### I/O nets highlighted, run 1

Drawn at 1.5 px/um.
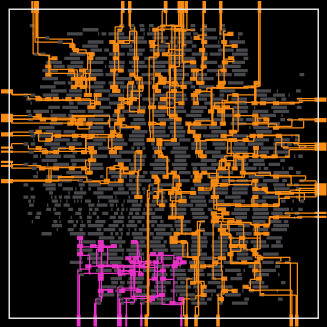
### Track usage over the die, run 1

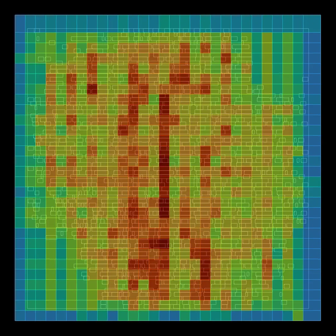
### Clock distribution, run 1

Drawn at 2 px/um.
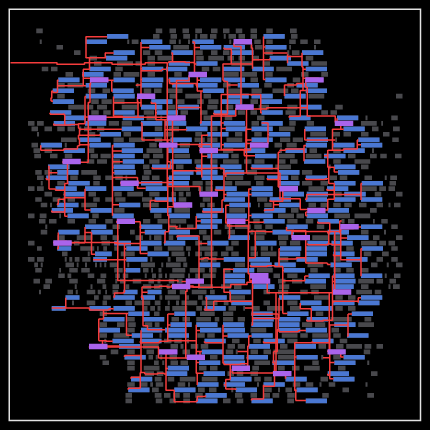
### Metal 4, run 1

Drawn at 2 px/um. Supply wires on this layer in grey.
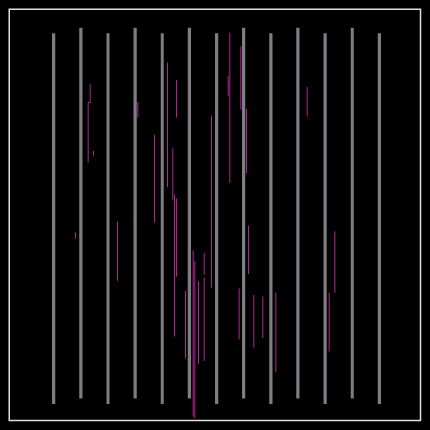
### src/rtl/rvv_xrf_wb_queue_if.sv
// Retire-lane to scalar write-back bus: NUM_IN result lanes in, one result out,
// plus occupancy status.
interface rvv_xrf_wb_queue_if #(
    parameter int unsigned NUM_IN = 2,
    parameter int unsigned DEPTH  = 8,
    parameter int unsigned ADDR_W = 5,
    parameter int unsigned DATA_W = 32
);
    localparam int unsigned CNT_W = $clog2(DEPTH) + 1;

    logic [NUM_IN-1:0]        in_valid;
    logic [NUM_IN*ADDR_W-1:0] in_addr;
    logic [NUM_IN*DATA_W-1:0] in_data;
    logic [NUM_IN-1:0]        in_ready;
    logic                     out_valid;
    logic [ADDR_W-1:0]        out_addr;
    logic [DATA_W-1:0]        out_data;
    logic                     out_ready;
    logic [CNT_W-1:0]         count;
    logic                     idle;

    modport slave (
        input  in_valid, in_addr, in_data, out_ready,
        output in_ready, out_valid, out_addr, out_data, count, idle
    );

    modport master (
        output in_valid, in_addr, in_data, out_ready,
        input  in_ready, out_valid, out_addr, out_data, count, idle
    );
endinterface

### src/rtl/rvv_xrf_wb_queue.sv
// Multi-lane scalar write-back buffer: compacts up to NUM_IN retire results per
// cycle (x0 dropped) into a circular flop FIFO and drains one per cycle.
module rvv_xrf_wb_queue #(
    parameter int unsigned NUM_IN = 2,
    parameter int unsigned DEPTH  = 8,
    parameter int unsigned ADDR_W = 5,
    parameter int unsigned DATA_W = 32
) (
    input  logic                  clk,
    input  logic                  rst,
    rvv_xrf_wb_queue_if.slave     bus
);
    localparam int unsigned PTR_W = (DEPTH > 1) ? $clog2(DEPTH) : 1;
    localparam int unsigned CNT_W = $clog2(DEPTH) + 1;

    logic [PTR_W-1:0]  rd_ptr_q, rd_ptr_d;
    logic [PTR_W-1:0]  wr_ptr_q, wr_ptr_d;
    logic [CNT_W-1:0]  count_q, count_d;
    logic [CNT_W-1:0]  free;
    logic [CNT_W-1:0]  n_enq;
    logic [NUM_IN-1:0] ready;
    logic [NUM_IN-1:0] wr_en;
    logic [PTR_W-1:0]  wr_idx [NUM_IN];
    logic              head_valid;
    logic              deq;

    logic [ADDR_W-1:0] addr_mem_q [DEPTH];
    logic [DATA_W-1:0] data_mem_q [DEPTH];

    // Ready is a prefix mask on registered free space; enqueued lanes are packed
    // into consecutive slots so that skipped/x0 lanes leave no holes.
    always_comb begin
        free       = CNT_W'(DEPTH) - count_q;
        n_enq      = '0;
        ready      = '0;
        wr_en      = '0;
        for (int i = 0; i < NUM_IN; i++) begin
            wr_idx[i] = wr_ptr_q + PTR_W'(n_enq);
            ready[i]  = !rst && (free >= CNT_W'(i + 1));
            if (bus.in_valid[i] && ready[i] &&
                (bus.in_addr[i*ADDR_W +: ADDR_W] != '0)) begin
                wr_en[i] = 1'b1;
                n_enq    = n_enq + CNT_W'(1);
            end
        end
        head_valid = !rst && (count_q != '0);
        deq        = head_valid && bus.out_ready;
        count_d    = count_q + n_enq - CNT_W'(deq);
        wr_ptr_d   = wr_ptr_q + PTR_W'(n_enq);
        rd_ptr_d   = rd_ptr_q + PTR_W'(deq);
    end

    always_ff @(posedge clk) begin
        if (rst) begin
            rd_ptr_q <= '0;
            wr_ptr_q <= '0;
            count_q  <= '0;
        end else begin
            rd_ptr_q <= rd_ptr_d;
            wr_ptr_q <= wr_ptr_d;
            count_q  <= count_d;
        end
    end

    // Storage needs no reset: the head is masked whenever the FIFO is empty.
    always_ff @(posedge clk) begin
        for (int i = 0; i < NUM_IN; i++) begin
            if (wr_en[i]) begin
                addr_mem_q[wr_idx[i]] <= bus.in_addr[i*ADDR_W +: ADDR_W];
                data_mem_q[wr_idx[i]] <= bus.in_data[i*DATA_W +: DATA_W];
            end
        end
    end

    always_ff @(posedge clk) begin
        if (!rst) begin
            assert (count_q <= CNT_W'(DEPTH));
            assert (n_enq <= free);
        end
    end

    assign bus.in_ready  = ready;
    assign bus.out_valid = head_valid;
    assign bus.out_addr  = head_valid ? addr_mem_q[rd_ptr_q] : '0;
    assign bus.out_data  = head_valid ? data_mem_q[rd_ptr_q] : '0;
    assign bus.count     = count_q;
    assign bus.idle      = (count_q == '0) && (bus.in_valid == '0);

endmodule
### src/flat_wrapper.sv
// flat-port wrapper written by rule: the top's interface ports become plain ports
module rvv_xrf_wb_queue_flat 
#(
    parameter int unsigned NUM_IN = 2,
    parameter int unsigned DEPTH  = 8,
    parameter int unsigned ADDR_W = 5,
    parameter int unsigned DATA_W = 32
)
  (clk, rst, bus_in_valid, bus_in_addr, bus_in_data, bus_out_ready, bus_in_ready, bus_out_valid, bus_out_addr, bus_out_data, bus_count, bus_idle);
  rvv_xrf_wb_queue_if #(.NUM_IN(NUM_IN), .DEPTH(DEPTH), .ADDR_W(ADDR_W), .DATA_W(DATA_W)) bus_i ();
  input  logic clk;
  input  logic rst;
  input wire logic [$bits(bus_i.in_valid)-1:0] bus_in_valid;
  input wire logic [$bits(bus_i.in_addr)-1:0] bus_in_addr;
  input wire logic [$bits(bus_i.in_data)-1:0] bus_in_data;
  input wire logic [$bits(bus_i.out_ready)-1:0] bus_out_ready;
  output wire logic [$bits(bus_i.in_ready)-1:0] bus_in_ready;
  output wire logic [$bits(bus_i.out_valid)-1:0] bus_out_valid;
  output wire logic [$bits(bus_i.out_addr)-1:0] bus_out_addr;
  output wire logic [$bits(bus_i.out_data)-1:0] bus_out_data;
  output wire logic [$bits(bus_i.count)-1:0] bus_count;
  output wire logic [$bits(bus_i.idle)-1:0] bus_idle;
  assign bus_i.in_valid = bus_in_valid;
  assign bus_i.in_addr = bus_in_addr;
  assign bus_i.in_data = bus_in_data;
  assign bus_i.out_ready = bus_out_ready;
  assign bus_in_ready = bus_i.in_ready;
  assign bus_out_valid = bus_i.out_valid;
  assign bus_out_addr = bus_i.out_addr;
  assign bus_out_data = bus_i.out_data;
  assign bus_count = bus_i.count;
  assign bus_idle = bus_i.idle;
  rvv_xrf_wb_queue #(.NUM_IN(NUM_IN), .DEPTH(DEPTH), .ADDR_W(ADDR_W), .DATA_W(DATA_W)) u_core (.clk(clk), .rst(rst), .bus(bus_i));
endmodule
### config.mk
export PLATFORM = sky130hd
export DESIGN_NAME = rvv_xrf_wb_queue_flat
export DESIGN_NICKNAME = d
export VERILOG_FILES = /design/src/rtl/rvv_xrf_wb_queue_if.sv /design/src/rtl/rvv_xrf_wb_queue.sv /design/src/flat_wrapper.sv
export SDC_FILE = /design/constraint.sdc
export NUM_CORES = 1
export LEC_CHECK = 0
export CELL_PAD_IN_SITES_DETAIL_PLACEMENT = 1
export CELL_PAD_IN_SITES_GLOBAL_PLACEMENT = 1
export CORE_MARGIN = 8
export CORE_UTILIZATION = 45
export DETAILED_ROUTE_END_ITERATION = 10
export PLACE_DENSITY = 0.82
export SYNTH_ARGS = -nofsm -noshare
export SYNTH_HDL_FRONTEND = slang
export SYNTH_SLANG_ARGS = --single-unit
export TNS_END_PERCENT = 5
### constraint.sdc
create_clock -name clk -period 5.8 [get_ports clk]
set_clock_uncertainty 0.15 [all_clocks]
set_input_delay 0.58 -clock clk [delete_from_list [all_inputs] [get_ports clk]]
set_output_delay 0.58 -clock clk [all_outputs]
set_load 0.02 [all_outputs]
==> impl_metrics.ini, run 1 <==
; implementation run metrics
[status]
status = complete, no violations

[pwr]
p_sw_frac = 0.3008
p_sw_w = 0.002124
power_density_mw_per_mm2 = 375.4

[sta]
whs_ns = 0.5779
setup_viol = 0
hold_viol_final = 0
fin_crit_ns = 4.588

[cells_and_area]
largest_reg_flops = 256
diodes = 5
nMultiInputCombCells = 533
largest_class = registers
syn_to_final_growth_pct = 17.07
final_common_cell = edfxtp_1
sh_seq_area = 0.4838

[worst_setup_path]
max_stage_delay_ns = 0.80
startpoint_type = register
r2r-end = u_core.data_mem_q[3][4]
crit_path_max_fanout = 33
arrival_ns = 4.58
crit_family = simple AND/OR/NAND/NOR gates
crit_end = u_core.data_mem_q[3][4]
end_kind = register

[placement]
io_buffer_count = 123
place_hpwl_mm = 24.80

[logic_synthesis]
muxShareOfSynthArea = 0.3479
ys_sh_simple = 0.03061
syn_inst = 915
synth-edff-count = 296
flop_cell = edfxtp_1
aoi_share = 0.005998

[floorplanning]
chipArea_mm2 = 0.04200
fp.coreArea_mm2 = 0.03540

[route]
viasPerCell = 5.834
wl_met3_mm = 2.261
firstDrtPassIters = 4

[global_routing]
use_met2 = 0.3340
grt_start_max_net_pins = 59

[clocking]
cts_tree = built
cts_buffers = 34
cts.repair.resized = 0
cts_root_buf = clkbuf_16
postCtsHoldBufs = 0
clock-sinks = 306
-- 'I/O nets highlighted' (at the start) --
[magenta] `bus_in_addr` | direction: input | edge: bottom | end cells: 44 | buffers: 10 | wire: 1030 um
[orange] `bus_in_data` | direction: input | edge: 22 top, 16 right, 14 left, 12 bottom | end cells: 256 | buffers: 64 | wire: 7040 um

-- 'Track usage over the die' (at the start) --
gr busiest metal: met2
met1 GRT Util: 0.2584

-- 'Clock distribution' (at the start) --
[red] clock wires | length: 4070 um
[blue] flip-flops | count: 306
[purple] clock-net drivers | count: 34
routed clock nets: 35

-- 'Metal 4' (at the start) --
share of all routed wire: 2.6%
wire length on this layer: 1070 um

run 1: Yosys cell counts, types with 2 or more instances:
| library cell | instances |
|---|---|
| o31ai_1 | 2 |
| fa_1 | 2 |
| xnor2_1 | 3 |
| buf_1 | 9 |
| nor3_1 | 4 |
| dfxtp_1 | 10 |
| mux2_1 | 9 |
| nor4_4 | 2 |
| buf_4 | 7 |
| mux2_2 | 229 |
| inv_1 | 13 |
| nor2_1 | 47 |
| mux2_4 | 58 |
| o21bai_1 | 4 |
| nor4_2 | 6 |
| edfxtp_1 | 296 |
| ha_1 | 16 |
| clkbuf_1 | 20 |
| nand3_1 | 5 |
| xor2_1 | 4 |
| a31o_2 | 2 |
| buf_6 | 17 |
| nand2b_1 | 2 |
| mux4_2 | 74 |
| buf_2 | 7 |
| nand2_1 | 6 |
| or4_1 | 3 |
| nor2b_1 | 5 |
| buf_12 | 3 |
| mux2i_1 | 37 |
run 1: power groups by stage:
stage	clock network, W	registers (W)	logic, W
2_1_floorplan	0	0.00285	0.00136
3_3_place_gp	0	0.00288	0.00204
3_5_place_dp	0	0.00290	0.00209
4_1_cts	0.00216	0.00286	0.00211
5_1_grt	0.00222	0.00288	0.00223
6_report	0.00212	0.00286	0.00208
run 1: stage by stage:
| step | cells | total power (W) | util | setup slack, ns | instance area [um^2] |
|---|---|---|---|---|---|
| 2_1_floorplan | 915 | 0.004218 | - | 0.6206 | 16060 |
| 3_3_place_gp | 1456 | 0.004920 | 0.5007 | 1.022 | 17720 |
| 3_5_place_dp | 1456 | 0.004997 | 0.5007 | 0.8917 | 17720 |
| 4_1_cts | 1515 | 0.007127 | 0.5309 | 1.215 | 18790 |
| 5_1_grt | 1519 | 0.007335 | 0.5312 | 0.9906 | 18800 |
| 6_report | 1520 | 0.007059 | 0.5312 | 1.212 | 18800 |
### Cell density map, run 1

Drawn at 2 px/um. The die is cut into 20 by 20 equal tiles; dark blue is low, red is high, 0 to 100% covered.
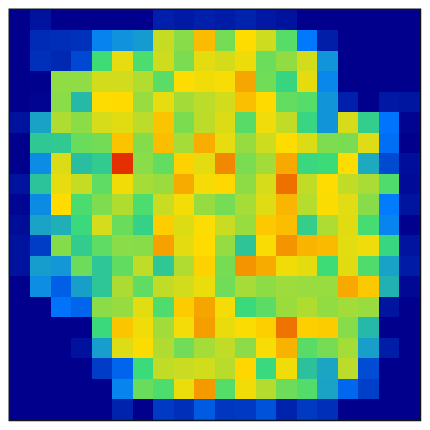

--- run 2 (diff from run 1) ---
==> constraint.sdc (replaced) <==
create_clock -name clk -period 4.3 [get_ports clk]
set_clock_uncertainty 0.15 [all_clocks]
set_input_delay 0.43 -clock clk [delete_from_list [all_inputs] [get_ports clk]]
set_output_delay 0.43 -clock clk [all_outputs]
set_load 0.02 [all_outputs]
### Cell density map, run 2

Drawn at 2 px/um. The die is cut into 20 by 20 equal tiles; dark blue is low, red is high, 0 to 100% covered.
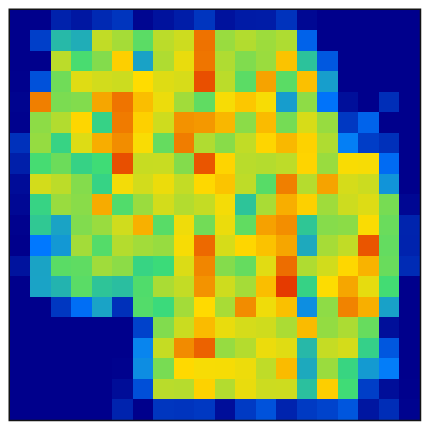
densest ninth of the die: centre
mean over tiles: 45%
tiles over 75% full: 17%
nearly empty tiles: 20%
emptiest ninth of the die: lower left
fullest tile: 93%

### Clock distribution, run 2

Drawn at 2 px/um.
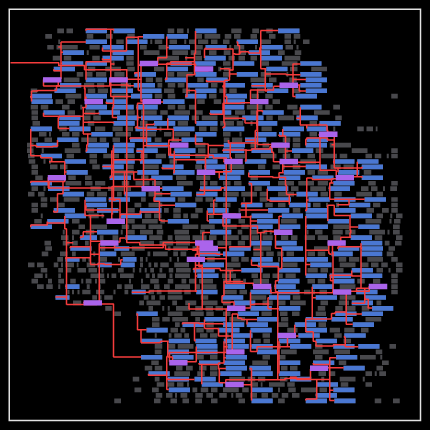
[blue] flip-flops | count: 306
[red] clock wires | length: 4170 um
[purple] clock-net drivers | count: 35
flops lie: widely spread
routed clock nets: 36

### Track usage over the die, run 2

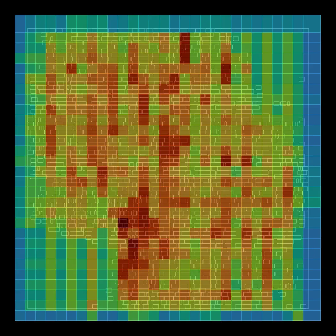
met1 GRT Util: 0.2730
utilization after layout: 0.5484

==> run 2 against run 1 <==
  * Largest cell class unchanged
  * Clock-buffer cell count is the same
  * Flip-flop count is the same
  * Synthesized cell count is the same
  * Highest routed layer unchanged
  * Core utilization grew 1.7 points
  * Sequential share of layout area shrank 1.5 points
  * Maximum frequency grew 17%
  * Area after synthesis is the same
  * Die area is the same
  * First-iteration DRC count grew 22%
  * Register-to-register slack lost 0.83 ns
==> impl_metrics.ini, run 2 <==
; implementation run metrics
[status]
status = complete, no violations

[min_path]
min_path_cells = 3

[route]
viasPerCell = 5.961
firstDrtPassIters = 5

[pwr]
p_clk_w = 0.00301
power_density_mw_per_mm2 = 507.5
comb-power_w = 0.00298
p_sw_frac = 0.3019
p_sw_w = 0.002974
pg_seq_w = 0.00386
power.group.top = registers

[worst_setup_path]
end_kind = register
max_stage_delay_ns = 0.56
arrival_ns = 3.98
crit_path_max_fanout = 18
rr_startpoint = u_core.bus.count[1]
startpoint_type = register
r2r-end = u_core.data_mem_q[6][21]
crit_family = simple AND/OR/NAND/NOR gates

[cells_and_area]
final_cells = 1553
final_common_cell = edfxtp_1
diodes = 0
syn_to_final_growth_pct = 20.84
largest_reg_flops = 256

[sta]
fin_crit_ns = 3.919
hold_viol_final = 0
setup_viol = 0

[global_routing]
globalRouteTotalUtil = 0.2108
grt_start_max_net_pins = 33

[logic_synthesis]
top_cell = edfxtp_1
common_cells = edfxtp_1 (296), mux2_2 (229), mux4_2 (74), mux2_4 (58), nor2_1 (47)
synth-edff-count = 296
syn_area_per_cell_um2 = 17.56
synth_warnings = 0
flop_cell = edfxtp_1
syn_inst = 915

[floorplanning]
fp.coreArea_mm2 = 0.03540
chipArea_mm2 = 0.04200
fp_util = 0.4538

[placement]
place_hpwl_mm = 27.73
io_buffer_count = 123
gp_congestion = 0.8154
dp.cells = 1491

[clocking]
cts.repair.resized = 0
cts_root_buf = clkbuf_16
clock-sinks = 306
postCtsHoldBufs = 0
run 2: how the worst max path moves through the flow:
stage	to	slack, ns	depth (start not counted)
after CTS	u_core.data_mem_q[6][21]	0.39	11
after global placement	u_core.data_mem_q[1][4]	0.28	11
after floorplan	u_core.addr_mem_q[1][0]	-0.87	5
final	u_core.data_mem_q[6][21]	0.38	11
after global routing	u_core.data_mem_q[6][17]	0.21	11
after detailed placement	u_core.data_mem_q[6][21]	0.05	11
run 2: logic make-up after synthesis:
kind of cell               count (synthesis)  synth area share
DFF                                      306            0.5658
buffers and inverters                     76           0.03092
muxes                                    407            0.3479
AOI/OAI and AO/OA                         13          0.005998
xor gates and xnor gates                   7          0.003817
adders and majority gates                 18           0.01496
and+or+nand+nor                           88           0.03061
run 2: final cells by class:
cell class	count	area, um^2	area share
clock buffer	44	930.9	0.04796
clock inverter	18	206.4	0.01064
inverter	13	48.80	0.002514
multi-input combinational	533	6606	0.3403
sequential	306	9097	0.4687
tap	461	576.8	0.02972
timing repair buffer	178	1944	0.1002
run 2: metrics by stage:
| stage | utilization | cell area, um^2 | hold slack [ns] | total power [W] | worst slack, ns |
|---|---|---|---|---|---|
| final | 0.5484 | 19410 | 0.5347 | 0.009850 | 0.3812 |
| after global routing | 0.5484 | 19410 | 0.5666 | 0.01020 | 0.2098 |
| after CTS | 0.5484 | 19410 | 0.5256 | 0.009946 | 0.3906 |
| after detailed placement | 0.5163 | 18270 | 0.5827 | 0.006908 | 0.05225 |
| after global placement | 0.5163 | 18270 | 0.5462 | 0.006804 | 0.2775 |
| after floorplan | - | 16070 | 0.3516 | 0.005690 | -0.8742 |
run 2: metal layers:
layer,track usage,wire length (um),vias to the layer above
li1,-,-,3980
met3,0.03368,2461,78
met1,0.2730,18610,4881
met2,0.3605,22220,316
met4,0.06331,1094,2
met5,0,13,-
Power is estimated from default activity; no workload was simulated.
